<file path="src/rtl/imm_rot_encoder.sv">
// Rotated-immediate encoder: searches the 16 even rotations of a 32-bit constant, one per clock,
// for the smallest rotation whose result fits in 8 bits. Optional MVN-form second pass: INV_SEARCH_EN.
module imm_rot_encoder (
  input  logic        clk,
  input  logic        reset_n,
  input  logic        start,
  input  logic [31:0] value,
  output logic        busy,
  output logic        done,
  output logic        fits,
  output logic [11:0] imm12,
  output logic        inv
);

  // state  | meaning
  // IDLE   | waiting for start; result outputs hold the last encoding
  // SEARCH | testing one rotation of val_q per cycle
  // DONE   | one-cycle done pulse, result valid
  typedef enum logic [1:0] {
    IDLE   = 2'd0,
    SEARCH = 2'd1,
    DONE   = 2'd2
  } state_t;

  state_t      state_q, state_d;
  logic [31:0] val_q, val_d;
  logic [3:0]  rot_q, rot_d;
  logic        fits_q, fits_d;
  logic [11:0] imm12_q, imm12_d;

  logic [4:0]  shamt;
  logic [63:0] dbl;
  logic [31:0] cand;
  logic        hit;

`ifdef INV_SEARCH_EN
  logic        phase_q, phase_d;
  logic        inv_q, inv_d;
`endif

  // Left-rotate by 2*rot: the high half of the doubled word shifted left.
  assign shamt = {rot_q, 1'b0};
  assign dbl   = {val_q, val_q} << shamt;
  assign cand  = dbl[63:32];
  assign hit   = (cand[31:8] == 24'd0);

  always_comb begin
    state_d = state_q;
    val_d   = val_q;
    rot_d   = rot_q;
    fits_d  = fits_q;
    imm12_d = imm12_q;
`ifdef INV_SEARCH_EN
    phase_d = phase_q;
    inv_d   = inv_q;
`endif
    case (state_q)
      IDLE: begin
        if (start) begin
          val_d   = value;
          rot_d   = 4'd0;
          fits_d  = 1'b0;
          imm12_d = 12'd0;
`ifdef INV_SEARCH_EN
          phase_d = 1'b0;
          inv_d   = 1'b0;
`endif
          state_d = SEARCH;
        end
      end
      SEARCH: begin
        if (hit) begin
          fits_d  = 1'b1;
          imm12_d = {rot_q, cand[7:0]};
`ifdef INV_SEARCH_EN
          inv_d   = phase_q;
`endif
          state_d = DONE;
        end else if (rot_q != 4'd15) begin
          rot_d = rot_q + 4'd1;
        end else begin
`ifdef INV_SEARCH_EN
          if (!phase_q) begin
            val_d   = ~val_q;
            phase_d = 1'b1;
            rot_d   = 4'd0;
          end else begin
            fits_d  = 1'b0;
            imm12_d = 12'd0;
            inv_d   = 1'b0;
            state_d = DONE;
          end
`else
          fits_d  = 1'b0;
          imm12_d = 12'd0;
          state_d = DONE;
`endif
        end
      end
      DONE: begin
        state_d = IDLE;
      end
      default: begin
        state_d = IDLE;
      end
    endcase
  end

  always_ff @(posedge clk or negedge reset_n) begin
    if (!reset_n) begin
      state_q <= IDLE;
      val_q   <= 32'd0;
      rot_q   <= 4'd0;
      fits_q  <= 1'b0;
      imm12_q <= 12'd0;
    end else begin
      state_q <= state_d;
      val_q   <= val_d;
      rot_q   <= rot_d;
      fits_q  <= fits_d;
      imm12_q <= imm12_d;
    end
  end

`ifdef INV_SEARCH_EN
  always_ff @(posedge clk or negedge reset_n) begin
    if (!reset_n) begin
      phase_q <= 1'b0;
      inv_q   <= 1'b0;
    end else begin
      phase_q <= phase_d;
      inv_q   <= inv_d;
    end
  end
  assign inv = inv_q;
`else
  assign inv = 1'b0;
`endif

  assign busy  = (state_q == SEARCH) || (state_q == DONE);
  assign done  = (state_q == DONE);
  assign fits  = fits_q;
  assign imm12 = imm12_q;

endmodule

</file>
<file path="config.mk">
export PLATFORM = sky130hd
export DESIGN_NAME = imm_rot_encoder
export DESIGN_NICKNAME = d
export VERILOG_FILES = /design/src/rtl/imm_rot_encoder.sv
export SDC_FILE = /design/constraint.sdc
export NUM_CORES = 1
export LEC_CHECK = 0
export ABC_CLOCK_PERIOD_IN_PS = 7400
export CORE_UTILIZATION = 60
export DETAILED_ROUTE_END_ITERATION = 8
export PLACE_DENSITY = 0.85
export SLEW_MARGIN = 10
export SYNTH_ARGS = -nofsm -noshare
export SYNTH_HDL_FRONTEND = slang
export SYNTH_SLANG_ARGS = --single-unit
export TNS_END_PERCENT = 1
</file>
<file path="constraint.sdc">
create_clock -name clk -period 7.4 [get_ports clk]
set_input_delay 1.48 -clock clk [delete_from_list [all_inputs] [get_ports clk]]
set_output_delay 1.48 -clock clk [all_outputs]
set_load 0.02 [all_outputs]
</file>
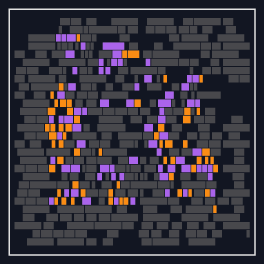
**Above:** run 1 (gate-type map).
Scale: 3 px per µm.
orange -> nor cells  # cells 58
purple -> aoi and oai cells  # cells 69

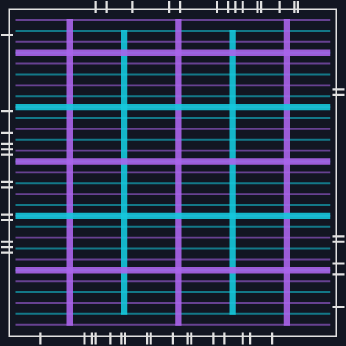
**Above:** run 1 (floorplan with the power grid).
Scale: 4 px per µm. Pins as bars on the die edge.
purple -> VSS
cyan -> VDD
rows = 28
met1 rails = 29
met4 straps = 5
signal pins = 51
met5 straps = 5

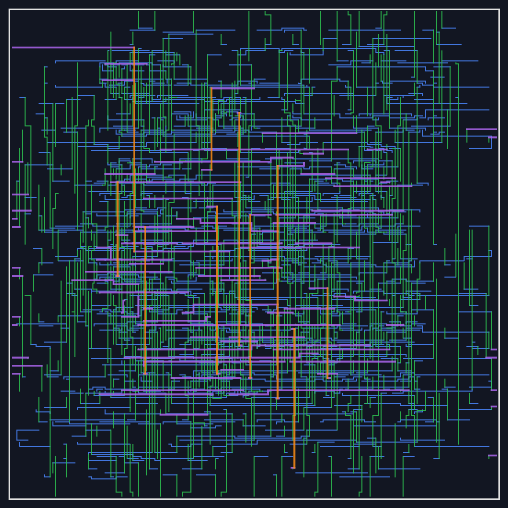
**Above:** run 1 (wiring by layer).
Scale: 6 px per µm.
green -> M2  # wire length 4,390 µm
purple -> M3  # wire length 841 µm
blue -> M1  # wire length 4,020 µm
orange -> M4  # wire length 258 µm
routed length per instance: 19.7 µm
total global routing track utilization: 31.3%
Vias: 3,230

## run 1: worst max-delay path, delay by kind of cell, from the launching register on
family                 cells  cell delay [ns]
buffers and inverters      1             0.75
flip-flops                 1             0.43
AND/OR/NAND/NOR            2             0.99
multiplexers               1             0.70
AND-OR/OR-AND              5             1.02
## run 1: metrics by stage
step / setup slack, ns / std cells / area [µm²] / hold slack (ns)
floorplan: 4.44 / 379 / 3780 / 0.516
global placement: 3.54 / 475 / 4220 / 0.463
detailed placement: 3.43 / 475 / 4220 / 0.466
CTS: 3.41 / 482 / 4300 / 0.486
global route: 3.20 / 482 / 4300 / 0.504
finish: 3.39 / 482 / 4300 / 0.483
## run 1: state kept, by name, indices dropped and copies added (netlist names)
name and flops:
fits 1, rot_q 4, val_q 32, state_q 2, imm12 12
## run 1: cell families after synthesis
kind of cell / Yosys count / synth area share, %
AND-OR/OR-AND: 95 / 18.4
adder cells (fa/ha/maj): 4 / 1.32
buffers and inverters: 39 / 5.19
flip-flops: 51 / 33.7
multiplexers: 90 / 27.9
other: 1 / 0.0991
AND/OR/NAND/NOR: 99 / 13.3
## run 1: final timing paths
check | startpoint | endpoint | slack, ns | depth (start not counted)
setup / recovery | rot_q[0] | imm12[0] | 3.39 | 9
hold / removal | imm12[3] | imm12[3] | 0.48 | 1
setup reg to reg | rot_q[0] | imm12[0] | 3.39 | 9
hold reg to reg | imm12[3] | imm12[3] | 0.48 | 1
max in group asynchronous | reset_n | rot_q[0] | 5.76 | 1
min in group asynchronous | reset_n | val_q[4] | 1.17 | 1
## run 1: power by group through the flow
stage | registers [µW] | logic [µW] | clock network [µW]
final | 577 | 1020 | 155
after global routing | 594 | 1100 | 167
after CTS | 566 | 1000 | 155
after detailed placement | 573 | 996 | 0
after global placement | 566 | 979 | 0
after floorplan | 478 | 853 | 0
==> git commit body, run 1 <==
Record implementation results from latest flow run

- Of the cells placed in the final design, the portion with a size suffix greater than 1 is 17.0%.
- The flow ran to the end, and the final reports show no timing, DRC or antenna violations.
- Switching power total: 833 µW
- Combinational share of cell area: 53.7%
* Post-synth top cells: 51 x dfrtp_1, 41 x mux2_2, 41 x mux2i_1
- Buffers inserted during clock tree synthesis total 5.
- The synthesis report gives the async set-or-reset register share as 100%.
* Flops out of synthesis: 51
* Storage element area: 0.00128 mm²
- Per the final report, the share of cell area in non-clock buffers is 12.0%.
- For the worst setup path, the data required time is 7.60 ns.
- Cell Rows: 28
- Signal arrival time at the worst endpoint: 4.21 ns
* Total half-perimeter wirelength after legalization and detailed placement: 6780 µm
- Max-slew violation count: 0
* Max Cap Viol: 0
* H-tree depth: 2
- Final GP Congestion: 0.978
* Aggregate negative setup slack: 0 ns
* Remaining max-slew budget at the tightest pin: 37.5%
* Post-layout min period: 4.01 ns
- Uppermost routed layer: met4
- Most repeated cell in the gate-level netlist after synthesis: dfrtp_1
- Top cells excl fill/tap: 50 x dfrtp_1, 48 x clkdlybuf4s50_1, 41 x mux2_2, 41 x mux2i_1, 24 x nand2_1
* Layer with the highest usage: met2
- Looking at the worst setup and hold paths, the clock pins of their registers show a slew of 0.09 ns.
- Setup bufs post-CTS: 0
- Latency at later pin: 0.31 ns
- Number of synthesized flops with an enable pin: 0
- Crit. End Element: register
- Die Span Y: 81.4 µm
- Category of the worst setup path launch point: register
- Final Routed Wirelength: 9510 µm
- By startpoint and endpoint, the worst setup path is classified as register to register.
* Highest Clock Rate: 0.249 GHz
* Final-layout fill cell count: 453
* Die area: 0.00663 mm²
- Top cell category: multi-input combinational cells
* Met1 layer usage reported by global route: 43.6%
- Yosys attributes the largest share of cell area to dfrtp_1 34%, mux2_2 12%, mux2i_1 11%.
- The share of synthesized area in the top cell type comes to 33.7%.
* Wire length of the first global-routing pass: 15,500 µm
- Per the synth stats, the flop cell with the highest instance count is dfrtp_1.
- Of the total standard cell area in the layout, the sequential portion is 29.7%.
- Largest net degree at the start of global routing: 88
- The flow measured a signed area growth from synthesis to layout of 13.7%.
- The core region is 0.00599 mm².
- The total overflow left after global routing is 0.
- Post-CTS repair changed the size of 0 cells.
- Combinational logic is responsible for 58.2% of the overall power.
- Comb_multi_in: 289
- Chain of cells forming the critical path: buf_4 > mux4_1 > or4_4 > a211oi_2 > a41oi_1 > or3_4 > o22ai_4 > o21ai_2 > a22o_1
- Vias in the first global route: 3,080
- The floorplan report gives the top-level pin count as 51.
* Met3 track demand over resource in global routing: 3.82%
* Fp_density: 63.1%
* # Taps: 75
- Clock Skew: 0.00651 ns
- Pwr dens: 407 mW/mm²
* Die boundary width: 81.4 µm
* Length of the first detailed-routing pass in iterations: 7
- The pin closest to its max-slew limit shows a slew of 0.937 ns.
- The share of total power dissipated in sequential elements is 32.9%.
- Wire length on met3: 841 µm
- Counting every net in the synthesized netlist gives 418.
- Area reported by Yosys stat: 0.00378 mm²
* Biggest fanout along the worst timing path: 87
- Tcrit/Tclk final: 54.2%
- Of the total power, the clock network draws 8.8%.
- Number of endpoints with negative hold slack in the final report: 0
- Register share after synthesis: 33.7%
- Yosys stat cell total: 379
* # nets final: 446
- Net switching is 47.6% of the power.
* M2 GR Usage: 48.5%
* Inserted Diodes: 0
- Critical path's slowest cell: buf_4
- Largest voltage drop on the vdd net: 0.220 mV
- The largest single stage delay on the critical path is 0.75 ns.
- For this design, the CTS-stage hold fixing added 0 buffers.
- The power report lists cell-internal power as 918 µW.
- Counting every instance in the synthesized netlist gives 379.
- In this run, distinct cell masters in the synthesized netlist total 58.
- Met1 wire length: 4020 µm
* Number of warnings in the stage logs: 28
- Summing all multi-input logic gate instances after layout gives 0.00231 mm².
- Clock buffers: 7
- Classification of the worst-slack hold path: register to register
- Registers: 51
- For this run, the detailed router reports a per-instance via density of 6.70.
- Summed instance area of the synthesized netlist: 0.00378 mm²
- The design draws 1750 µW.
* DRC violation count after routing: 0
* Clock root cell: clkbuf_8
* DRT iter0 DRCs: 343
- Setup repair after global routing missed its margin: no
- Total length of routed met2 wires: 4390 µm
* Clock net sink count: 51
- Final-layout clock-cell area share: 1.77%
* Post-synthesis cell type with the largest combined area: dfrtp_1
* Remaining antenna violation count: 0
- Each instance of the synthesized netlist takes up on average 9.98 µm².
* Number of synthesis warnings: 0
- The longest clock path from root to sink contains 2 buffers.
- The most common logic cell in the final layout is dfrtp_1.
* Count of input and output buffers: 49
- The final layout report lists a non-clock buffer count of 53.
* Post-layout util: 71.8%
- Non-clock inverter total of the final layout: 7
* Cell leakage power: 0.00171 µW
- The final timing report counts setup violations totalling 0.
* TritonCTS clock tree: built
- Number of antenna violations at the first check in global routing: 0
==> run 1 -> run 2 <==
ABC_CLOCK_PERIOD_IN_PS = 3800   (was 7400)
CORE_UTILIZATION = 56   (was 60)
PLACE_DENSITY = 0.8   (was 0.85)
clock period = 3.8 ns   (was 7.4 ns; I/O delays follow)
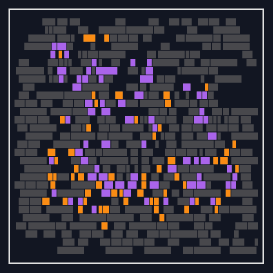
**Above:** run 2 (gate-type map).
Scale: 3 px per µm.
purple -> aoi and oai cells  # cells 69
orange -> nor cells  # cells 58

==> run 2 against run 1 <==
Effect of this change: the flow now finishes with violations (design-rule violations); clock skew shrank 0.0022 ns; routed wire length grew 6.1%; sequential power grew 100%; critical path depth grew 1; synthesized cell count is the same; first-iteration DRC count grew 20%; hold slack lost 0.069 ns; utilization shrank 2.7 points; maximum frequency grew 15%; combinational power grew 110%; critical path type unchanged; critical endpoint unchanged.
==> git commit body, run 2 <==
Record implementation results from latest flow run

* Yosys stat cell total: 379 (unchanged)
- The data required time of the worst path was 4.01 ns (-3.59 ns).
- Worst slack on hold paths: 0.413 ns (-0.0692 ns)
* Max-slew violation count: 0 (unchanged)
- Mapped Cells: 379 (unchanged)
- The synthesized cell area came to 0.00378 mm² (unchanged).
- The weighted congestion reported at the end of routability-driven placement was 1.01 (+3.6%).
* Die area: 0.00709 mm² (+7.0%)
- The AND-OR/OR-AND share of the synthesized area is 18.4% (unchanged).
- In this design, the largest share of critical-path delay is due to AND-OR/OR-AND gates.
- DRT iter0 DRCs: 410 (+20%)
- The delay of the slowest critical-path stage was 0.57 ns (-0.18 ns).
- Number of endpoints with negative hold slack in the final report: 0 (unchanged)
- Vias: 3,388 (+4.9%)
* Clock net sink count: 51 (unchanged)
* Tcrit/Tclk final: 91.9% (+38 points)
- Number of antenna violations at the first check in global routing: 0 (unchanged)
- The number of maximum-capacitance constraint violations was 0 (unchanged).
- Least-Margin Pin Slew: 0.730 ns (-0.207 ns)
* Share of cells above drive strength 1: 19.4% (+2.5 points)
- DRC violation count after routing: 7 (+7)
- For reference, the top cells by area after synthesis are dfrtp_1 34%, mux2_2 12%, mux2i_1 11%.
- Number of warnings in the stage logs: 28 (unchanged)
- Die Span Y: 84.2 µm (+3.4%)
- Aggregate negative setup slack: 0 ns (unchanged)
* Simple-gate portion of the synthesized area: 13.3% (unchanged)
- Final-layout fill cell count: 494 (+9.1%)
- Flops out of synthesis: 51 (unchanged)
- The final net count is 455 (+2.0%).
- Top cells excl fill/tap: 50 x dfrtp_1, 48 x clkdlybuf4s50_1, 41 x mux2_2, 41 x mux2i_1, 24 x nand2_1
* Multiplexer area fraction after synthesis: 27.9% (unchanged)
- Vias in the first global route: 3,318 (+7.7%)
- Largest register FFs: 32 (unchanged)
* Setup Crit Path Kind: register to register
- TritonCTS clock tree: built
- Cell area after layout: 0.00444 mm² (+3.1%)
- The arrival time of data at the critical path endpoint was 3.71 ns (-0.50 ns).
- The cell leakage power is 0.00178 µW (+4.2%).
- Routed length per instance: 20.4 µm (+3.6%)
* Critical path's slowest cell: dfrtp_2
- The starting density of the core came to 58.9% (-4.2 points).
- Remaining max-slew budget at the tightest pin: 51.3% (+14 points)
- Final Non-Filler Cells: 494 (+2.5%)
- The final worst slack was 0.307 ns (-3.08 ns).
- By area, the combinational part of the netlist is dominated by multiplexers.
- Resize count post-CTS: 0 (unchanged)
- H-tree depth: 2 (unchanged)
- Remaining antenna violation count: 0 (unchanged)
* Placed insts: 486 (+2.3%)
- Wire length of the first global-routing pass: 16,800 µm (+8.5%)
- val_q holds more flip-flops than any other register.
- Slack of the worst reg-to-reg path: 0.31 ns (-3.08 ns)
- STA classifies the critical path startpoint as a register.
- Classification of the worst-slack hold path: primary input to async pin
- The number of warnings issued by yosys is 0 (unchanged).
- Ranked by instance count, the synthesized netlist is headed by 51 x dfrtp_1, 41 x mux2_2, 41 x mux2i_1.
- The number of input and output port buffers inserted is 49 (unchanged).
- The CTS clock-pin slew for the worst setup and hold paths was 0.10 ns (about the same).
- The count of library flops with an enable pin was 0 (unchanged).
- Register share after synthesis: 33.7% (unchanged)
* Total half-perimeter wirelength after legalization and detailed placement: 7360 µm (+8.5%)
* Setup bufs post-CTS: 0 (unchanged)
- Result of the run: complete, but fails checks
- CTS Buf Count: 5 (unchanged)
* Post-layout min period: 3.49 ns (-0.520 ns)
* Dominant register cell in the synthesized netlist: dfrtp_1
- The highest net fanout along the worst path is 37 (-57%).
- The critical path ends at imm12[0].
- The checks that failed: design-rule violations.
- Post-CTS Hold Fix Bufs: 0 (unchanged)
- The count of cell types in the netlist was 58 (unchanged).
- Total global routing track utilization: 30.0% (-1.3 points)
- In this run the critical path is formed by buf_12 > buf_12 > mux2_2 > mux2_2 > nor4_1 > a22oi_1 > or3_4 > o22ai_4 > o21ai_2 > a22o_1.
- The cell area reported after detailed placement is 0.00432 mm² (+2.3%).
- The maximum count of clock buffers along a single path was 2 (unchanged).
- The setup slack after placement is 0.361 ns (-3.07 ns).
- The synthesized design spends more area on one cell type than any other, namely dfrtp_1.
* Most used logic cell in the final layout: dfrtp_1
- The post-synth net total came to 418 (unchanged).
* Bufs and invs on worst path: 2 (+1)
- Largest net degree at the start of global routing: 38 (-57%)
- The portion of synthesized cell area occupied by the leading cell type came to 33.7% (unchanged).
- The post-synthesis chip area from yosys is 0.00378 mm² (unchanged).
* Depth of the critical timing path with buffers and inverters included: 10 (+1)
* Final Routed Wirelength: 10,100 µm (+6.1%)
- dfrtp_1 is the most common cell in the netlist.
- The number of search-and-repair iterations in the first detailed-routing pass was 9 (+2).
- Syn avg cell area: 9.98 µm² (unchanged)
- Setup repair after global routing left no endpoint under its margin.
* Die boundary width: 84.2 µm (+3.4%)
- Cell Rows: 29 (+3.6%)
- Routed vias/inst: 6.86 (+2.3%)
- # IOs: 51 (unchanged)
* FF-to-FF End: imm12[0]
- The area of the core was 0.00642 mm² (+7.2%).
* Crit. End Element: register
- Highest Clock Rate: 0.286 GHz (+15%)
* Xor and xnor fraction of the mapped netlist area: 0% (unchanged)
- Pwr dens: 826 mW/mm² (+100%)
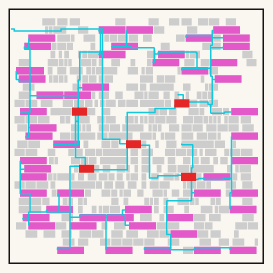
**Above:** run 2 (clock distribution).
Scale: 3 px per µm.
magenta -> flip-flops  # count 51
cyan -> clock wires  # length 685 µm
red -> clock-net drivers  # count 5
routed clock nets = 6
flops lie = widely spread
Latency at later pin: 0.32 ns
clock network fraction of design power: 11.1%
clock network power: 406 µW
Clock Skew: 0.00433 ns

[run 2: cell counts after synthesis]
No cell type changed its count.
[run 2: report_power, final]
group,switching (µW),internal (µW)
clock network,193,213
logic,1110,988
registers,425,734
[run 2: how the worst min path moves through the flow]
stage	to	startpoint	cells after the start
floorplan	fits	reset_n	0
global placement	fits	fits	1
detailed placement	fits	fits	1
CTS	val_q[16]	reset_n	1
global route	val_q[22]	reset_n	1
finish	val_q[16]	reset_n	1
[run 2: logic make-up after synthesis]
logic type                 count (synthesis)
DFF                                       51
buffers and inverters                     39
adders and majority gates                  4
AOI/OAI and AO/OA                         95
other                                      1
and+or+nand+nor                           99
muxes                                     90
[run 2: routing by layer]
layer	routed length, µm	GRT usage [%]	up-vias
met5	0	0	-
met4	262	10.8	0
met3	883	5.41	37
met2	4710	47.2	203
met1	4240	41.7	1626
li1	-	-	1522
[run 2: worst reg2reg max path, stage by stage, from the launching register on]
cell and delay, ns:
dfrtp_2 0.57, buf_12 0.26, buf_12 0.20, mux2_2 0.42
mux2_2 0.30, nor4_1 0.36, a22oi_1 0.11, or3_4 0.38
o22ai_4 0.28, o21ai_2 0.23, a22o_1 0.30
[run 2: area by class of cell]
cell class              count  area (µm²)  share of cell area, %
multi-input cells         289        2310                   52.1
flip-flops and latches     51        1280                   28.8
repair buffers             62         608                   13.7
well taps                  77        96.3                   2.17
clock buffers               6        82.6                   1.86
clock inverters             2        35.0                  0.790
inverters                   7        26.3                  0.592
[run 2: per-stage QoR]
step	util, %	power, µW
6_report	69.1	3660
3_5_place_dp	67.2	3200
2_1_floorplan	-	2590
3_3_place_gp	67.2	3150
5_1_grt	69.1	3870
4_1_cts	69.1	3600
==> run 2 -> run 3 <==
CORE_MARGIN = 2   (was not set)
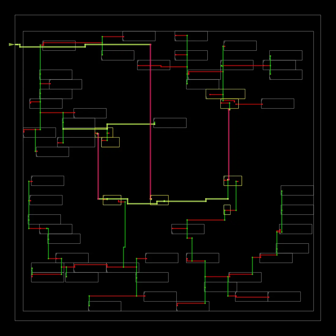
**Above:** run 3 (clock nets).
clock net sink count: 51
Latency at later pin: 0.31 ns
registers: 51

==> run 3 against run 2 <==
Effect of this change: maximum frequency up 1.4%; first-iteration DRC count down 18%; clock-buffer cell count unchanged; global-route usage down 2.4 points; cell area down 0.90%; the run now ends clean; setup slack better by 0.048 ns; clock power down 2%; largest power group unchanged.
==> git commit body, run 3 <==
Record implementation results from latest flow run

- The worst hold slack across all endpoints came to 0.446 ns (+0.0324 ns).
- Area reported by Yosys stat: 0.00378 mm² (unchanged)
* Multiplexer area fraction after synthesis: 27.9% (unchanged)
- Core outline area: 0.00646 mm² (+0.56%)
- The switching share of total power came to 46.6% (-0.56 points).
* Group drawing the most power: combinational logic
- STA classifies the critical path endpoint as a register.
* Top post-synthesis cells by area: dfrtp_1 34%, mux2_2 12%, mux2i_1 11%
- The power per cell area was 811 mW/mm² (-1.9%).
* Dominant register cell in the synthesized netlist: dfrtp_1
* Summed instance area of the synthesized netlist: 0.00378 mm² (unchanged)
- Storage element area: 0.00128 mm² (+0.20%)
- Mapped Cells: 379 (unchanged)
* CTS Buf Count: 5 (unchanged)
* Aoi share: 18.4% (unchanged)
- Die boundary width: 86.2 µm (+2.4%)
- The chip footprint is 0.00743 mm² (+4.8%).
* Switching power total: 1660 µW (-3.9%)
- The number of failing hold endpoints at the final stage was 0 (unchanged).
* Aggregate negative setup slack: 0 ns (unchanged)
* Final GP Congestion: 1.09 (+7.6%)
* Number of synthesized flops with an enable pin: 0 (unchanged)
- Top cells excl fill/tap: 50 x dfrtp_1, 48 x clkdlybuf4s50_1, 41 x mux2_2, 41 x mux2i_1, 24 x nand2_1
- By startpoint and endpoint, the worst setup path is classified as register to register.
- Classification of the worst-slack hold path: primary input to async pin
* Syn avg cell area: 9.98 µm² (unchanged)
* Top cell type's share of synthesized area: 33.7% (unchanged)
- Remaining antenna violation count: 0 (unchanged)
- DRC violation count after routing: 0 (-7)
- Yosys reports that the most numerous cell types are 51 x dfrtp_1, 41 x mux2_2, 41 x mux2i_1.
- Routed vias/inst: 6.80 (-0.82%)
* Count of input and output buffers: 49 (unchanged)
* Final-layout fill cell count: 530 (+7.3%)
- Largest register FFs: 32 (unchanged)
- The H-tree level count is 2 (unchanged).
- Simple-gate portion of the synthesized area: 13.3% (unchanged)
- Vias: 3,333 (-1.6%)
- Largest net degree at the start of global routing: 45 (+18%)
- The post-route minimum period was 3.45 ns (-0.0480 ns).
* Cell Rows: 29 (unchanged)
- The number of maximum-capacitance constraint violations was 0 (unchanged).
- Combined area of the multi-input logic cells: 0.00231 mm² (unchanged)
- The CTS clock-pin slew for the worst setup and hold paths came to 0.09 ns (about the same).
- The sequential group power came to 1170 µW (about the same).
* Setup repair after global routing missed its margin: no
* Result of the run: finished clean
- Highest Clock Rate: 0.290 GHz (+1.4%)
- The most common logic cell in the final layout is dfrtp_1.
- Fp_density: 58.6% (-0.33 points)
- Max Buffers Root-to-Sink: 2 (unchanged)
- Dominant comb cell: multiplexers
* Gate power share: 55.9% (-1.4 points)
- Total combinational power: 1990 µW (-5%)
- The final net count was 451 (-0.88%).
- Signal arrival time at the worst endpoint: 3.64 ns (-0.07 ns)
* Total length of routed met2 wires: 4530 µm (-3.8%)
- The total clock network power is 399 µW (-2%).
- Xor and xnor fraction of the mapped netlist area: 0% (unchanged)
- Category of the worst setup path launch point: register
- The most common cell in the synthesized netlist is dfrtp_1.
- val_q holds more flip-flops than any other register.
* Synthesized Nets: 418 (unchanged)
- Register share after synthesis: 33.7% (unchanged)
* Uppermost routed layer: met4
- The number of search-and-repair iterations in the first detailed-routing pass was 5 (-4).
- Critical path's slowest cell: dfrtp_1
* Wire length of the first global-routing pass: 16,300 µm (-3.0%)
- Biggest fanout along the worst timing path: 20 (-46%)
- Routed length per instance: 19.9 µm (-2.6%)
* Least-Margin Pin Slew: 0.705 ns (-0.0246 ns)
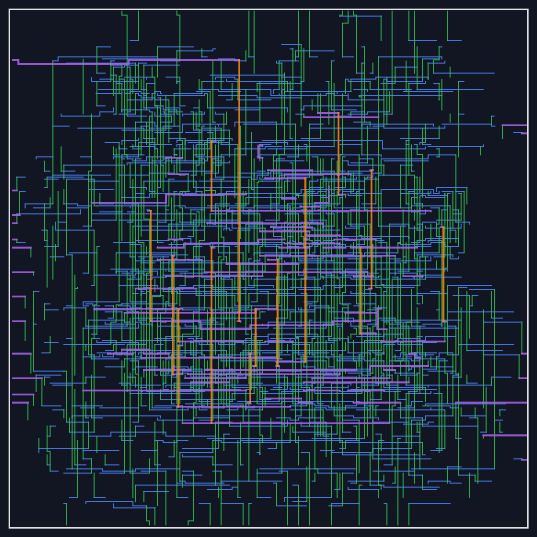
**Above:** run 3 (wiring by layer).
Scale: 6 px per µm.
purple -> M3  # wire length 818 µm
blue -> M1  # wire length 4,130 µm
orange -> M4  # wire length 267 µm
green -> M2  # wire length 4,530 µm

==> run 3: cell counts after synthesis <==
Identical to the previous run, type by type.
==> run 3: layer usage <==
| metal | vias up | global-route usage (%) |
|---|---|---|
| met3 | 31 | 5.52 |
| met2 | 173 | 42.6 |
| met4 | 0 | 12.4 |
| met1 | 1628 | 37.9 |
| li1 | 1501 | - |
| met5 | - | 0 |
==> run 3: cell type report <==
type / count / area share (%)
multi-input combinational: 289 / 52.5
sequential: 51 / 29.1
timing repair buffer: 58 / 12.9
tap: 77 / 2.19
clock buffer: 6 / 1.88
clock inverter: 2 / 0.797
inverter: 7 / 0.598
==> run 3: kinds of logic (layout without fill, tap and decap cells) <==
group           Yosys count  count (layout)
other cells               1               1
buf+inv                  39              73
fa+ha+maj                 4               4
flops                    51              51
compound gates           95              95
mux                      90              90
simple gates             99              99
==> run 3: per-stage QoR <==
step                      cell area [µm²]  instances  worst slack [ns]  utilization, %
after detailed placement             4280        482             0.317            66.2
after global routing                 4400        490            0.0699            68.1
after CTS                            4390        490             0.305            68.0
after floorplan                      3780        379             0.835               -
after global placement               4280        482             0.442            66.2
final                                4400        490             0.355            68.1
==> run 3: final timing paths <==
path | depth (start not counted) | slack (ns) | from | endpoint
hold reg to reg | 1 | 0.48 | imm12[3] | imm12[3]
setup / recovery | 8 | 0.35 | rot_q[1] | imm12[4]
hold / removal | 1 | 0.45 | reset_n | val_q[5]
setup reg to reg | 8 | 0.35 | rot_q[1] | imm12[4]
min in group clk | 1 | 0.48 | imm12[3] | imm12[3]
max in group asynchronous | 2 | 2.59 | reset_n | rot_q[0]
==> run 3: timing repair <==
action / CTS / global route
gates resized: 0 / 1
setup endpoints to repair: 0 / 7
endpoints found under the hold margin: 0 / 0
Power and IR drop assume default switching activity.
